--- config.mk ---
export PLATFORM = sky130hd
export DESIGN_NAME = kf6845_refresh_address_flat
export DESIGN_NICKNAME = d
export VERILOG_FILES = /design/src/rtl/kf6845_pkg.sv /design/src/rtl/kf6845_refresh_address_if.sv /design/src/rtl/kf6845_cursor_control.sv /design/src/rtl/kf6845_refresh_address.sv /design/src/flat_wrapper.sv
export SDC_FILE = /design/constraint.sdc
export NUM_CORES = 1
export LEC_CHECK = 0
export CAP_MARGIN = 20
export CELL_PAD_IN_SITES_DETAIL_PLACEMENT = 0
export CELL_PAD_IN_SITES_GLOBAL_PLACEMENT = 1
export CORE_ASPECT_RATIO = 1.2
export CORE_MARGIN = 3
export CORE_UTILIZATION = 30
export CTS_CLUSTER_DIAMETER = 120
export DETAILED_ROUTE_END_ITERATION = 10
export GPL_ROUTABILITY_DRIVEN = 0
export HOLD_SLACK_MARGIN = 0.05
export PLACE_DENSITY_LB_ADDON = 0.1
export SYNTH_ARGS = -nofsm -noshare
export SYNTH_HDL_FRONTEND = slang
export SYNTH_SLANG_ARGS = --single-unit
--- constraint.sdc ---
create_clock -name clock -period 4.6 [get_ports clock]
set_input_delay 0.46 -clock clock [delete_from_list [all_inputs] [get_ports clock]]
set_output_delay 0.46 -clock clock [all_outputs]
set_load 0.05 [all_outputs]
--- src/rtl/kf6845_pkg.sv ---
// Shared types and constants for the KF6845 refresh-address / cursor slice.
//   MA_WIDTH            : refresh memory address width (14)
//   RA_WIDTH            : raster address width (5)
//   ma_t                : refresh memory address type
//   cursor_blink_mode_t : R10[6:5] cursor blink mode encoding
//   cursor_blink_on     : blink decode from mode and field counter
package kf6845_pkg;

    localparam int MA_WIDTH = 14;
    localparam int RA_WIDTH = 5;

    typedef logic [MA_WIDTH-1:0] ma_t;

    typedef enum logic [1:0] {
        STEADY  = 2'b00,
        OFF     = 2'b01,
        BLINK16 = 2'b10,
        BLINK32 = 2'b11
    } cursor_blink_mode_t;

    // BLINK16 toggles every 8 fields (16-field period); BLINK32 every 16.
    function automatic logic cursor_blink_on(input cursor_blink_mode_t mode,
                                             input logic [4:0] field_count);
        logic on;
        case (mode)
            STEADY:  on = 1'b1;
            OFF:     on = 1'b0;
            BLINK16: on = ~field_count[3];
            BLINK32: on = ~field_count[4];
            default: on = 1'b0;
        endcase
        return on;
    endfunction

endpackage

--- src/rtl/kf6845_refresh_address_if.sv ---
// Signal bundle between the CRTC control blocks and the refresh-address block.
//   master : drives register writes and timing strobes, observes MA/DISPTMG/CURSOR
//   slave  : the refresh-address block itself
// Timing strobes (Horizontal, V_total, Scanline_End) are single-cycle pulses
// sampled on the clock edge; V_total and Scanline_End arrive already qualified.
interface kf6845_refresh_address_if;
    import kf6845_pkg::*;

    logic                video_clock_enable;
    logic [7:0]          internal_data_bus;
    logic                write_horizontal_displayed_register;
    logic                write_cursor_start_register;
    logic                write_cursor_end_register;
    logic                write_start_address_h_register;
    logic                write_start_address_l_register;
    logic                write_cursor_h_register;
    logic                write_cursor_l_register;
    logic                Horizontal;
    logic                H_Display;
    logic                V_total;
    logic                Scanline_End;
    logic                V_Display;
    logic [RA_WIDTH-1:0] RA;
    ma_t                 MA;
    logic                DISPTMG;
    logic                CURSOR;

    modport master (
        output video_clock_enable, internal_data_bus,
        output write_horizontal_displayed_register, write_cursor_start_register,
        output write_cursor_end_register, write_start_address_h_register,
        output write_start_address_l_register, write_cursor_h_register,
        output write_cursor_l_register,
        output Horizontal, H_Display, V_total, Scanline_End, V_Display, RA,
        input  MA, DISPTMG, CURSOR
    );

    modport slave (
        input  video_clock_enable, internal_data_bus,
        input  write_horizontal_displayed_register, write_cursor_start_register,
        input  write_cursor_end_register, write_start_address_h_register,
        input  write_start_address_l_register, write_cursor_h_register,
        input  write_cursor_l_register,
        input  Horizontal, H_Display, V_total, Scanline_End, V_Display, RA,
        output MA, DISPTMG, CURSOR
    );

endinterface

--- src/rtl/kf6845_cursor_control.sv ---
// Cursor generation: holds R10 (blink mode + start raster), R11 (end raster),
// R14/R15 (cursor address), the 5-bit field counter used for blinking, and
// the combinational cursor compare.
//   clock, reset            : clock, synchronous active-high reset
//   video_clock_enable      : character-clock enable (gates the field counter)
//   internal_data_bus       : register write data
//   write_cursor_*_register : register write strobes (R10, R11, R14, R15)
//   v_total                 : end-of-field strobe
//   h_display, v_display    : display windows
//   ra                      : current raster address
//   ma                      : current (registered) refresh address
//   cursor                  : cursor enable output
module kf6845_cursor_control
    import kf6845_pkg::*;
(
    input  logic                clock,
    input  logic                reset,
    input  logic                video_clock_enable,
    input  logic [7:0]          internal_data_bus,
    input  logic                write_cursor_start_register,
    input  logic                write_cursor_end_register,
    input  logic                write_cursor_h_register,
    input  logic                write_cursor_l_register,
    input  logic                v_total,
    input  logic                h_display,
    input  logic                v_display,
    input  logic [RA_WIDTH-1:0] ra,
    input  ma_t                 ma,
    output logic                cursor
);

    logic [6:0] r10_q, r10_d;
    logic [4:0] r11_q, r11_d;
    logic [5:0] r14_q, r14_d;
    logic [7:0] r15_q, r15_d;
    logic [4:0] field_q, field_d;

    cursor_blink_mode_t blink_mode;
    logic               blink_on;
    logic               in_window;
    logic               addr_match;

    always_comb begin
        r10_d   = r10_q;
        r11_d   = r11_q;
        r14_d   = r14_q;
        r15_d   = r15_q;
        field_d = field_q;
        if (write_cursor_start_register) r10_d = internal_data_bus[6:0];
        if (write_cursor_end_register)   r11_d = internal_data_bus[4:0];
        if (write_cursor_h_register)     r14_d = internal_data_bus[5:0];
        if (write_cursor_l_register)     r15_d = internal_data_bus;
        // Natural 5-bit wrap 31 -> 0.
        if (video_clock_enable && v_total) field_d = field_q + 5'd1;
    end

    always_ff @(posedge clock) begin
        if (reset) begin
            r10_q   <= '0;
            r11_q   <= '0;
            r14_q   <= '0;
            r15_q   <= '0;
            field_q <= '0;
        end else begin
            r10_q   <= r10_d;
            r11_q   <= r11_d;
            r14_q   <= r14_d;
            r15_q   <= r15_d;
            field_q <= field_d;
        end
    end

    always_comb begin
        blink_mode = cursor_blink_mode_t'(r10_q[6:5]);
        blink_on   = cursor_blink_on(blink_mode, field_q);
        // An inverted window (start > end) can never satisfy both bounds.
        in_window  = (r10_q[4:0] <= ra) && (ra <= r11_q);
        addr_match = (ma == {r14_q, r15_q});
        cursor     = blink_on & h_display & v_display & addr_match & in_window;
    end

endmodule

--- src/rtl/kf6845_refresh_address.sv ---
// Refresh memory address generator for the KF6845 CRTC.
// Holds R1 (characters per row), R12/R13 (start address), the row_start
// register and the MA counter; instantiates the cursor sub-block.
//   clock, reset : clock, synchronous active-high reset
//   bus (slave)  : register writes, timing strobes, RA in; MA, DISPTMG, CURSOR out
module kf6845_refresh_address
    import kf6845_pkg::*;
(
    input  logic                    clock,
    input  logic                    reset,
    kf6845_refresh_address_if.slave bus
);

    logic [7:0] r1_q, r1_d;
    logic [5:0] r12_q, r12_d;
    logic [7:0] r13_q, r13_d;
    ma_t        row_start_q, row_start_d;
    ma_t        ma_q, ma_d;

    ma_t start_addr;
    ma_t next_row;

    always_comb begin
        r1_d  = r1_q;
        r12_d = r12_q;
        r13_d = r13_q;
        if (bus.write_horizontal_displayed_register) r1_d  = bus.internal_data_bus;
        if (bus.write_start_address_h_register)      r12_d = bus.internal_data_bus[5:0];
        if (bus.write_start_address_l_register)      r13_d = bus.internal_data_bus;
    end

    always_comb begin
        // Start address is taken from the registers only at V_total, so
        // writes during a field do not disturb it.
        start_addr  = {r12_q, r13_q};
        next_row    = row_start_q + ma_t'(r1_q);
        ma_d        = ma_q;
        row_start_d = row_start_q;
        if (bus.video_clock_enable) begin
            if (bus.V_total) begin
                ma_d        = start_addr;
                row_start_d = start_addr;
            end else if (bus.Scanline_End) begin
                ma_d        = next_row;
                row_start_d = next_row;
            end else if (bus.Horizontal) begin
                // Replay the same character row on the next raster line.
                ma_d = row_start_q;
            end else begin
                ma_d = ma_q + ma_t'(1);
            end
        end
    end

    always_ff @(posedge clock) begin
        if (reset) begin
            r1_q        <= '0;
            r12_q       <= '0;
            r13_q       <= '0;
            row_start_q <= '0;
            ma_q        <= '0;
        end else begin
            r1_q        <= r1_d;
            r12_q       <= r12_d;
            r13_q       <= r13_d;
            row_start_q <= row_start_d;
            ma_q        <= ma_d;
        end
    end

    assign bus.MA      = ma_q;
    assign bus.DISPTMG = bus.H_Display & bus.V_Display;

    kf6845_cursor_control u_cursor (
        .clock                       (clock),
        .reset                       (reset),
        .video_clock_enable          (bus.video_clock_enable),
        .internal_data_bus           (bus.internal_data_bus),
        .write_cursor_start_register (bus.write_cursor_start_register),
        .write_cursor_end_register   (bus.write_cursor_end_register),
        .write_cursor_h_register     (bus.write_cursor_h_register),
        .write_cursor_l_register     (bus.write_cursor_l_register),
        .v_total                     (bus.V_total),
        .h_display                   (bus.H_Display),
        .v_display                   (bus.V_Display),
        .ra                          (bus.RA),
        .ma                          (ma_q),
        .cursor                      (bus.CURSOR)
    );

endmodule
--- src/flat_wrapper.sv ---
// flat-port wrapper written by rule: the top's interface ports become plain ports
module kf6845_refresh_address_flat import kf6845_pkg::*;
  (clock, reset, bus_video_clock_enable, bus_internal_data_bus, bus_write_horizontal_displayed_register, bus_write_cursor_start_register, bus_write_cursor_end_register, bus_write_start_address_h_register, bus_write_start_address_l_register, bus_write_cursor_h_register, bus_write_cursor_l_register, bus_Horizontal, bus_H_Display, bus_V_total, bus_Scanline_End, bus_V_Display, bus_RA, bus_MA, bus_DISPTMG, bus_CURSOR);
  kf6845_refresh_address_if bus_i ();
  input  logic clock;
  input  logic reset;
  input wire logic [$bits(bus_i.video_clock_enable)-1:0] bus_video_clock_enable;
  input wire logic [$bits(bus_i.internal_data_bus)-1:0] bus_internal_data_bus;
  input wire logic [$bits(bus_i.write_horizontal_displayed_register)-1:0] bus_write_horizontal_displayed_register;
  input wire logic [$bits(bus_i.write_cursor_start_register)-1:0] bus_write_cursor_start_register;
  input wire logic [$bits(bus_i.write_cursor_end_register)-1:0] bus_write_cursor_end_register;
  input wire logic [$bits(bus_i.write_start_address_h_register)-1:0] bus_write_start_address_h_register;
  input wire logic [$bits(bus_i.write_start_address_l_register)-1:0] bus_write_start_address_l_register;
  input wire logic [$bits(bus_i.write_cursor_h_register)-1:0] bus_write_cursor_h_register;
  input wire logic [$bits(bus_i.write_cursor_l_register)-1:0] bus_write_cursor_l_register;
  input wire logic [$bits(bus_i.Horizontal)-1:0] bus_Horizontal;
  input wire logic [$bits(bus_i.H_Display)-1:0] bus_H_Display;
  input wire logic [$bits(bus_i.V_total)-1:0] bus_V_total;
  input wire logic [$bits(bus_i.Scanline_End)-1:0] bus_Scanline_End;
  input wire logic [$bits(bus_i.V_Display)-1:0] bus_V_Display;
  input wire logic [$bits(bus_i.RA)-1:0] bus_RA;
  output wire logic [$bits(bus_i.MA)-1:0] bus_MA;
  output wire logic [$bits(bus_i.DISPTMG)-1:0] bus_DISPTMG;
  output wire logic [$bits(bus_i.CURSOR)-1:0] bus_CURSOR;
  assign bus_i.video_clock_enable = bus_video_clock_enable;
  assign bus_i.internal_data_bus = bus_internal_data_bus;
  assign bus_i.write_horizontal_displayed_register = bus_write_horizontal_displayed_register;
  assign bus_i.write_cursor_start_register = bus_write_cursor_start_register;
  assign bus_i.write_cursor_end_register = bus_write_cursor_end_register;
  assign bus_i.write_start_address_h_register = bus_write_start_address_h_register;
  assign bus_i.write_start_address_l_register = bus_write_start_address_l_register;
  assign bus_i.write_cursor_h_register = bus_write_cursor_h_register;
  assign bus_i.write_cursor_l_register = bus_write_cursor_l_register;
  assign bus_i.Horizontal = bus_Horizontal;
  assign bus_i.H_Display = bus_H_Display;
  assign bus_i.V_total = bus_V_total;
  assign bus_i.Scanline_End = bus_Scanline_End;
  assign bus_i.V_Display = bus_V_Display;
  assign bus_i.RA = bus_RA;
  assign bus_MA = bus_i.MA;
  assign bus_DISPTMG = bus_i.DISPTMG;
  assign bus_CURSOR = bus_i.CURSOR;
  kf6845_refresh_address u_core (.clock(clock), .reset(reset), .bus(bus_i));
endmodule
**Sequential cells grouped by signal name**

Scale bar: 20 um. Other sequential cells in the stronger gray, the rest of the logic in the fainter gray.
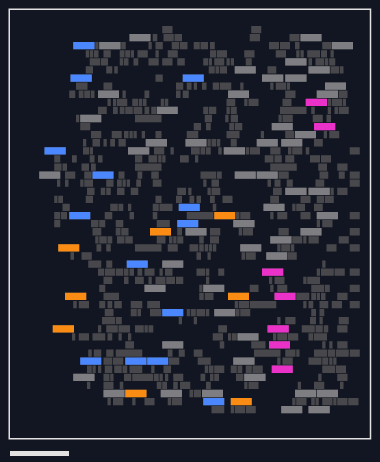
magenta -> `u_core.u_cursor.r10_q`  # placed flops 7
orange -> `u_core.r1_q`  # placed flops 8
blue -> `u_core.row_start_q`  # placed flops 14
sequential cell area share: 0.287
total sequential power: 0.789 mW
Final Util: 0.370
area taken by flip-flops and latches: 0.00162 mm2

**Routing congestion map**

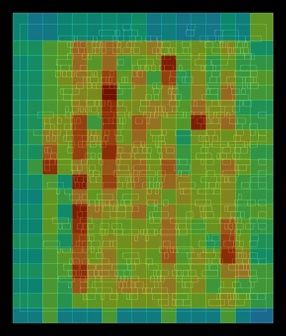
M2 GR Usage: 0.316
Routed WL per cell: 19.2 um
GR Layer Usage met1: 0.232
gr usage total: 0.183
GRT busiest layer: met2

==> reports/metrics.yaml <==
netlist_logic_family_top: "simple AND/OR/NAND/NOR gates"
postPlaceCellArea_mm2: 0.00536
path_cells: "xor2_1 > nor4_1 > o2111ai_1 > or4_1 > a221oi_1 > clkdlybuf4s50_1"
drt-total-wl_um: 15500
tritoncts: "yes"
p_int_mw: 1.26
rows: 49
dp_slack_ns: 1.28
drcViolationCount: 0
combinationalPower_mw: 0.328
endpoint: "bus_CURSOR"
skew_ns: 0.00754
maxCapViolCount: 0
yosys_cells: 574
ir_worst_vdd_mv: 0.169
h-tree-depth: 3
dpl.hpwl_um: 10900
ys.warnings.count: 0
grt_overflow: 0
fp_nets: 623
share_seq_of_total_power: 0.433
grt_pass1_vias: 4288
yosysChipArea_mm2: 0.00476
status: "complete, no violations"
nClkBuffers: 10
viasPerCell: 5.24
ios: 44
root_buffer: "clkbuf_16"
worstSetupEndpointType: "output port"
cts_hold_buf: 0
**Routed metal, one color a layer**

Only two layers are drawn.
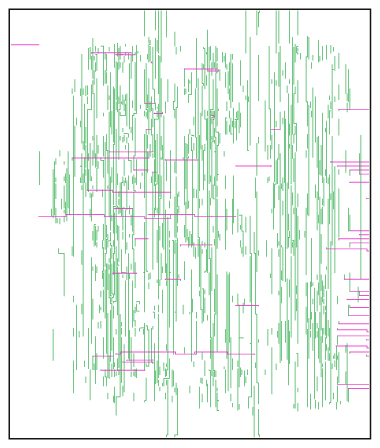
magenta -> met3  # wire length 557 um
green -> met2  # wire length 7450 um

No activity file was given, so power comes from the tool's default toggle rates.
